Routed metal per tile:
13 x 22 tiles, from black (low) to pale yellow (high), scaled to the fullest tile. Values are wire area over tile area, all layers added.
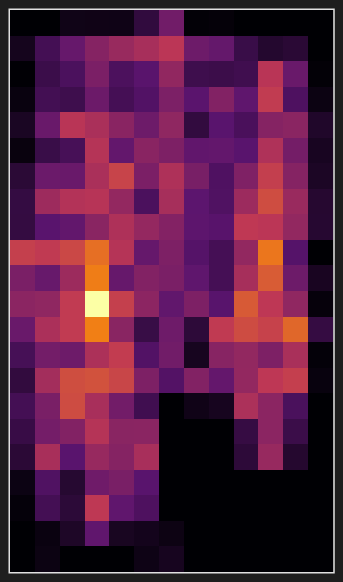
Wiring by layer:
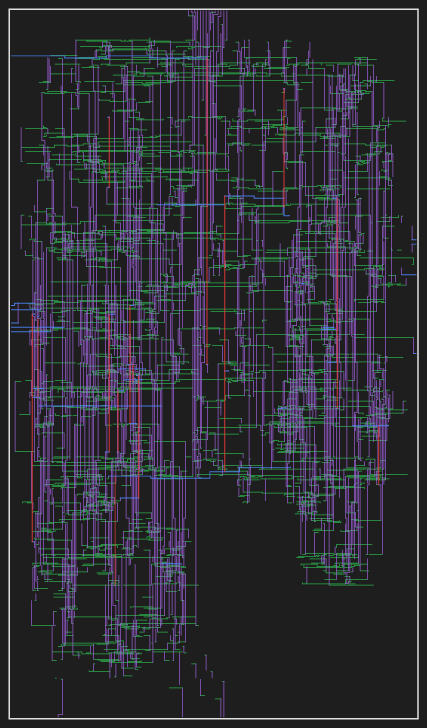
Metal 1:
Supply wires on this layer in gray.
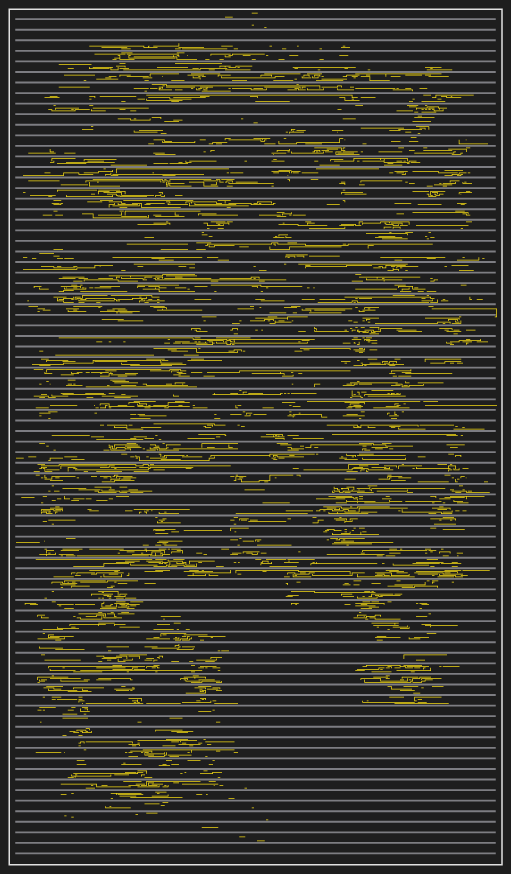
Placement by cell class:
Scale bar: 50 microns. Fill, decap, tap and diode cells in gray.
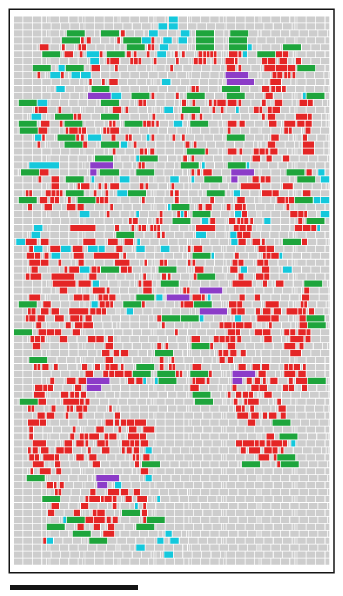
[src/rtl/pulpemu_clk_div_multi.sv]
// Multi-channel programmable clock divider with glitch-free enable and wrap-aligned divisor updates.
// Each channel produces a registered divided clock plus a tick in the first high cycle of every period.
module pulpemu_clk_div_multi #(
    parameter int  NUM_CH      = 2,
    parameter int  CNT_WIDTH   = 16,
    parameter int  DEFAULT_DIV = 256,
    localparam int CH_W        = (NUM_CH > 1) ? $clog2(NUM_CH) : 1
) (
    input  logic                 clk_i,
    input  logic                 rst_i,
    input  logic [NUM_CH-1:0]    en_i,
    input  logic                 cfg_valid_i,
    output logic                 cfg_ready_o,
    input  logic [CH_W-1:0]      cfg_ch_i,
    input  logic [CNT_WIDTH-1:0] cfg_div_i,
    output logic                 cfg_err_o,
    output logic [NUM_CH-1:0]    clk_o,
    output logic [NUM_CH-1:0]    tick_o
);

    localparam logic [CH_W:0]        NUM_CH_W = (CH_W+1)'(NUM_CH);
    localparam logic [CNT_WIDTH-1:0] ONE      = CNT_WIDTH'(1);
    localparam logic [CNT_WIDTH-1:0] TWO      = CNT_WIDTH'(2);
    localparam logic [CNT_WIDTH:0]   ONE_X    = (CNT_WIDTH+1)'(1);

    typedef enum logic {
        ST_IDLE = 1'b0,
        ST_RUN  = 1'b1
    } state_t;

    logic [NUM_CH-1:0] pending;
    logic              ch_in_range;
    logic              accept;

    // A channel with an update already queued refuses another until it is applied.
    always_comb begin
        ch_in_range = ({1'b0, cfg_ch_i} < NUM_CH_W);
        cfg_ready_o = 1'b1;
        for (int k = 0; k < NUM_CH; k++) begin
            if (cfg_ch_i == CH_W'(k)) begin
                cfg_ready_o = ~pending[k];
            end
        end
        accept = cfg_valid_i & cfg_ready_o;
    end

    // NOTE: every sequential block uses non-blocking assignments so all registers see pre-edge values.
    always_ff @(posedge clk_i) begin
        if (rst_i) begin
            cfg_err_o <= 1'b0;
        end else begin
            cfg_err_o <= accept & ~ch_in_range;
        end
    end

    for (genvar g = 0; g < NUM_CH; g++) begin : g_ch
        state_t               state;
        logic [CNT_WIDTH-1:0] cnt;
        logic [CNT_WIDTH-1:0] div_reg;
        logic [CNT_WIDTH-1:0] pend_div;
        logic                 pend_q;
        logic                 clk_q;
        logic                 tick_q;
        logic [CNT_WIDTH-1:0] d_cur;
        logic [CNT_WIDTH:0]   half;
        logic [CNT_WIDTH:0]   cnt_inc;
        logic                 wrap;
        logic                 apply;
        logic                 wr_hit;

        always_comb begin
            d_cur   = (div_reg < TWO) ? TWO : div_reg;
            half    = ({1'b0, d_cur} + ONE_X) >> 1;
            cnt_inc = {1'b0, cnt} + ONE_X;
            wrap    = (state == ST_RUN) && (cnt == d_cur - ONE);
            // Updates only land between periods, so a running channel never sees a mid-period change.
            apply   = pend_q && ((state == ST_IDLE) || wrap);
            wr_hit  = accept && (cfg_ch_i == CH_W'(g));
        end

        // NOTE: divisor and pending storage are reset too, so a restart never inherits a stale update.
        always_ff @(posedge clk_i) begin
            if (rst_i) begin
                state    <= ST_IDLE;
                cnt      <= '0;
                clk_q    <= 1'b0;
                tick_q   <= 1'b0;
                div_reg  <= CNT_WIDTH'(DEFAULT_DIV);
                pend_div <= '0;
                pend_q   <= 1'b0;
            end else begin
                if (apply) begin
                    div_reg <= pend_div;
                    pend_q  <= 1'b0;
                end else if (wr_hit) begin
                    pend_div <= cfg_div_i;
                    pend_q   <= 1'b1;
                end

                case (state)
                    ST_IDLE: begin
                        cnt    <= '0;
                        clk_q  <= en_i[g];
                        tick_q <= en_i[g];
                        if (en_i[g]) begin
                            state <= ST_RUN;
                        end
                    end
                    ST_RUN: begin
                        if (wrap) begin
                            // Stopping only at the wrap keeps the low phase complete: no runt pulse.
                            cnt    <= '0;
                            clk_q  <= en_i[g];
                            tick_q <= en_i[g];
                            if (!en_i[g]) begin
                                state <= ST_IDLE;
                            end
                        end else begin
                            cnt    <= cnt + ONE;
                            clk_q  <= (cnt_inc < half);
                            tick_q <= 1'b0;
                        end
                    end
                    default: begin
                        state <= ST_IDLE;
                    end
                endcase
            end
        end

        assign pending[g] = pend_q;
        assign clk_o[g]   = clk_q;
        assign tick_o[g]  = tick_q;
    end

endmodule

[config.mk]
export PLATFORM = sky130hd
export DESIGN_NAME = pulpemu_clk_div_multi
export DESIGN_NICKNAME = d
export VERILOG_FILES = /design/src/rtl/pulpemu_clk_div_multi.sv
export SDC_FILE = /design/constraint.sdc
export NUM_CORES = 1
export LEC_CHECK = 0
export ABC_CLOCK_PERIOD_IN_PS = 4300
export CAP_MARGIN = 20
export CORE_ASPECT_RATIO = 1.75
export CORE_UTILIZATION = 25
export CTS_CLUSTER_DIAMETER = 30
export DETAILED_ROUTE_END_ITERATION = 8
export GPL_TIMING_DRIVEN = 0
export PLACE_DENSITY_LB_ADDON = 0.05
export SYNTH_ARGS = -nofsm -noshare
export SYNTH_HDL_FRONTEND = slang
export SYNTH_SLANG_ARGS = --single-unit
[constraint.sdc]
create_clock -name clk_i -period 4.3 [get_ports clk_i]
set_input_delay 0.645 -clock clk_i [delete_from_list [all_inputs] [get_ports clk_i]]
set_output_delay 0.645 -clock clk_i [all_outputs]
set_load 0.005 [all_outputs]
==> notes.md <==
Figures from the implementation reports.

- The required time of the critical path is 4.61 ns.
- The worst setup path is captured at a register.
- The multiplexer fraction of the synthesized cell area reads 5.35%.
- In the final timing run, aggregate negative setup slack is 0 ns.
- The number of warnings in the stage logs is 28.
- In this build the clock could be raised as far as 0.240 GHz.
- The clock reaches the later pin of the worst-skew pair after 0.37 ns.
- The first-pass GRT wire length reads 34400 microns.
- The worst relative slew slack is 42.9%.
- The power density over cell area reads 276 nW/um^2.
- In the layout the commonest cells are sky130_fd_sc_hd__nand2_1 (155), sky130_fd_sc_hd__dfxtp_1 (103), sky130_fd_sc_hd__xnor2_1 (53), sky130_fd_sc_hd__a21oi_1 (48), sky130_fd_sc_hd__xor2_1 (41).
- Traced cell by cell, the critical path runs through buf_6, or4_4, buf_6, or4_4, nand2b_4, ha_4, nand3_4, nor2_4, nand2_1, xor2_1, ha_1, a21o_1, a211o_1, a2111oi_2, o21ai_1, a211oi_1, mux2_2.
- Once detail routing completed, the nets flagged for antenna violations numbered 0.
- The yosys cell count is 828.
- Of the total synthesized cell area, the portion taken by XOR and XNOR cells is 12.1%.
- For this run the detailed placement stage logged an HPWL of 18100 microns.
- Post-route period utilization is reported as 96.8%.
- The maximum number of pins on one net before global-route repair is 20.
- The design draws 2.23 mW.
- The post-synth register bit count is 104.
- The die covers 27800 sq um.
- The finished layout reports a core utilization of 30.4%.
- The worst setup path is launched from a register.
- The length of the first detailed-routing pass in iterations is 5.
- The main flop type reads sky130_fd_sc_hd__dfxtp_1.
- The number of antenna violations at the first check in global routing is 0.
- The highest-count logic cell in the final layout reads sky130_fd_sc_hd__nand2_1.
- In the synthesis report, Yosys lists the chip area as 6790 sq um.
- The finished layout holds 1202 standard cells, fillers aside.
- The kind of cell adding the most delay to the critical path is simple AND/OR/NAND/NOR gates.
- The number of global-route vias before repair was 6052.
- The largest driver fanout on the critical path reads 9.
- The flow ran to the end, and the final reports show no timing, DRC or antenna violations.
- The cell with the biggest individual delay on the critical path is sky130_fd_sc_hd__or4_4.
- The maximum buffer depth of the clock tree is 2.
- The CTS tree reads yes.
- In the final design database the tool counted 931 nets.
- The leakage power total is 3.00 nW.
- The CTS clock-pin slew for the worst setup and hold paths reads 0.08 ns.
- Yosys attributes the largest share of cell area to sky130_fd_sc_hd__dfxtp_1 (31%), sky130_fd_sc_hd__nand2_1 (8.6%), sky130_fd_sc_hd__xnor2_1 (6.8%).
- The data arrival time at the worst-slack endpoint reads 4.47 ns.
- The cell count after synthesis is 828.
- The clock period minus final worst setup slack is 4.16 ns.
- The class of the worst hold path is register to register.
- The filler cell count in the final layout reads 2842.
- The count of distinct cell types in the synthesized netlist reads 68.
- The fraction of final layout cells with drive strength greater than 1 reads 11.3%.
- The count of input and output buffers reads 26.
- Per the post-synthesis report, the nets total 886.
- The maximum clock skew at final layout is 0.00787 ns.
- The die boundary height reads 220 microns.
- The signed area change from the synthesized netlist to the final layout reads 19.2%.
- The number of endpoints with negative hold slack in the final report reads 0.
- Counting flops with a built-in enable in the synthesized netlist gives 0.
- The per-instance average area after synthesis is 8.20 sq um.
- The category of the most critical setup path reads register to register.
- The cell area after synthesis reads 6790 sq um.
- The number of pins exceeding their max-slew limit in the final report reads 0.
-- 'routed metal per tile' (at the start) --
- tiles over half the peak: 11%
- nearly empty tiles: 20%
- fullest tile: 0.50
- emptiest ninth of the die: bottom right
- mean over tiles: 0.12
overall routed net length: 22500 microns
GRT Overall Usage: 16.8%

-- 'wiring by layer' (at the start) --
- metal 1: green (wire length 7820 microns)
- metal 3: blue (wire length 334 microns)
- metal 4: red (wire length 594 microns)
- metal 2: purple (wire length 13800 microns)
total via count in the routed design: 5820
wire per inst: 18.8 microns

-- 'metal 1' (at the start) --
- main direction: horizontal
- share of all routed wire: 35%
met1 track demand over resource: 14.7%

-- 'placement by cell class' (at the start) --
- other buffers and delay cells: cyan (cells 95)
- combinational and other logic: red (cells 663)
- flops: green (cells 104)
- clock drivers and dummy loads: purple (cells 16)
post-route standard cell area excluding fillers: 8090 sq um
Placeable Area: 26600 sq um
register fraction of the total cell area: 25.8%

==> power by group <==
part | total, mW | internal (mW) | switching, mW
logic | 0.267 | 0.117 | 0.149
registers | 1.01 | 0.986 | 0.0210
clock network | 0.959 | 0.524 | 0.434
==> through the flow <==
step	worst slack, ns	hold slack, ns
floorplan	0.0745	0.437
global placement	-1.51	0.450
detailed placement	-1.52	0.447
CTS	0.0244	0.458
global route	-0.0000715	0.480
finish	0.139	0.458
==> path summary, 6_finish.rpt <==
kind	slack [ns]	startpoint	to	cells past startpoint
min reg2reg	0.46	g_ch[1].pend_div[9]	g_ch[1].pend_div[9]	2
min	0.46	g_ch[1].pend_div[9]	g_ch[1].pend_div[9]	2
max	0.14	g_ch[0].div_reg[9]	g_ch[0].clk_q	17
max reg2reg	0.14	g_ch[0].div_reg[9]	g_ch[0].clk_q	17
==> cell type report <==
class / count / area, sq um / share of cell area, %
Buffer: 53 / 394 / 4.87
Clock buffer: 9 / 225 / 2.78
Clock inverter: 7 / 114 / 1.41
Inverter: 13 / 48.8 / 0.603
Multi-Input combinational cell: 650 / 4430 / 54.7
Sequential cell: 104 / 2080 / 25.8
Tap cell: 324 / 405 / 5.01
Timing Repair Buffer: 42 / 392 / 4.84
==> layer usage <==
| metal | vias up | global-route usage, % | part of all wire (%) |
|---|---|---|---|
| met5 | - | 0 | 0 |
| met2 | 61 | 36.6 | 61 |
| met4 | 0 | 7.19 | 2.6 |
| met1 | 2776 | 14.7 | 35 |
| met3 | 31 | 2.02 | 1.5 |
| li1 | 2952 | - | - |
==> repair_timing <==
item                       4_1_cts  5_1_grt
gates resized                   38       16
hold buffers                     0        0
gates cloned                     1        0
buffers inserted                12        3
pin swaps                       10        8
setup endpoints to repair       71       64
No activity file was given, so power comes from the tool's default toggle rates.
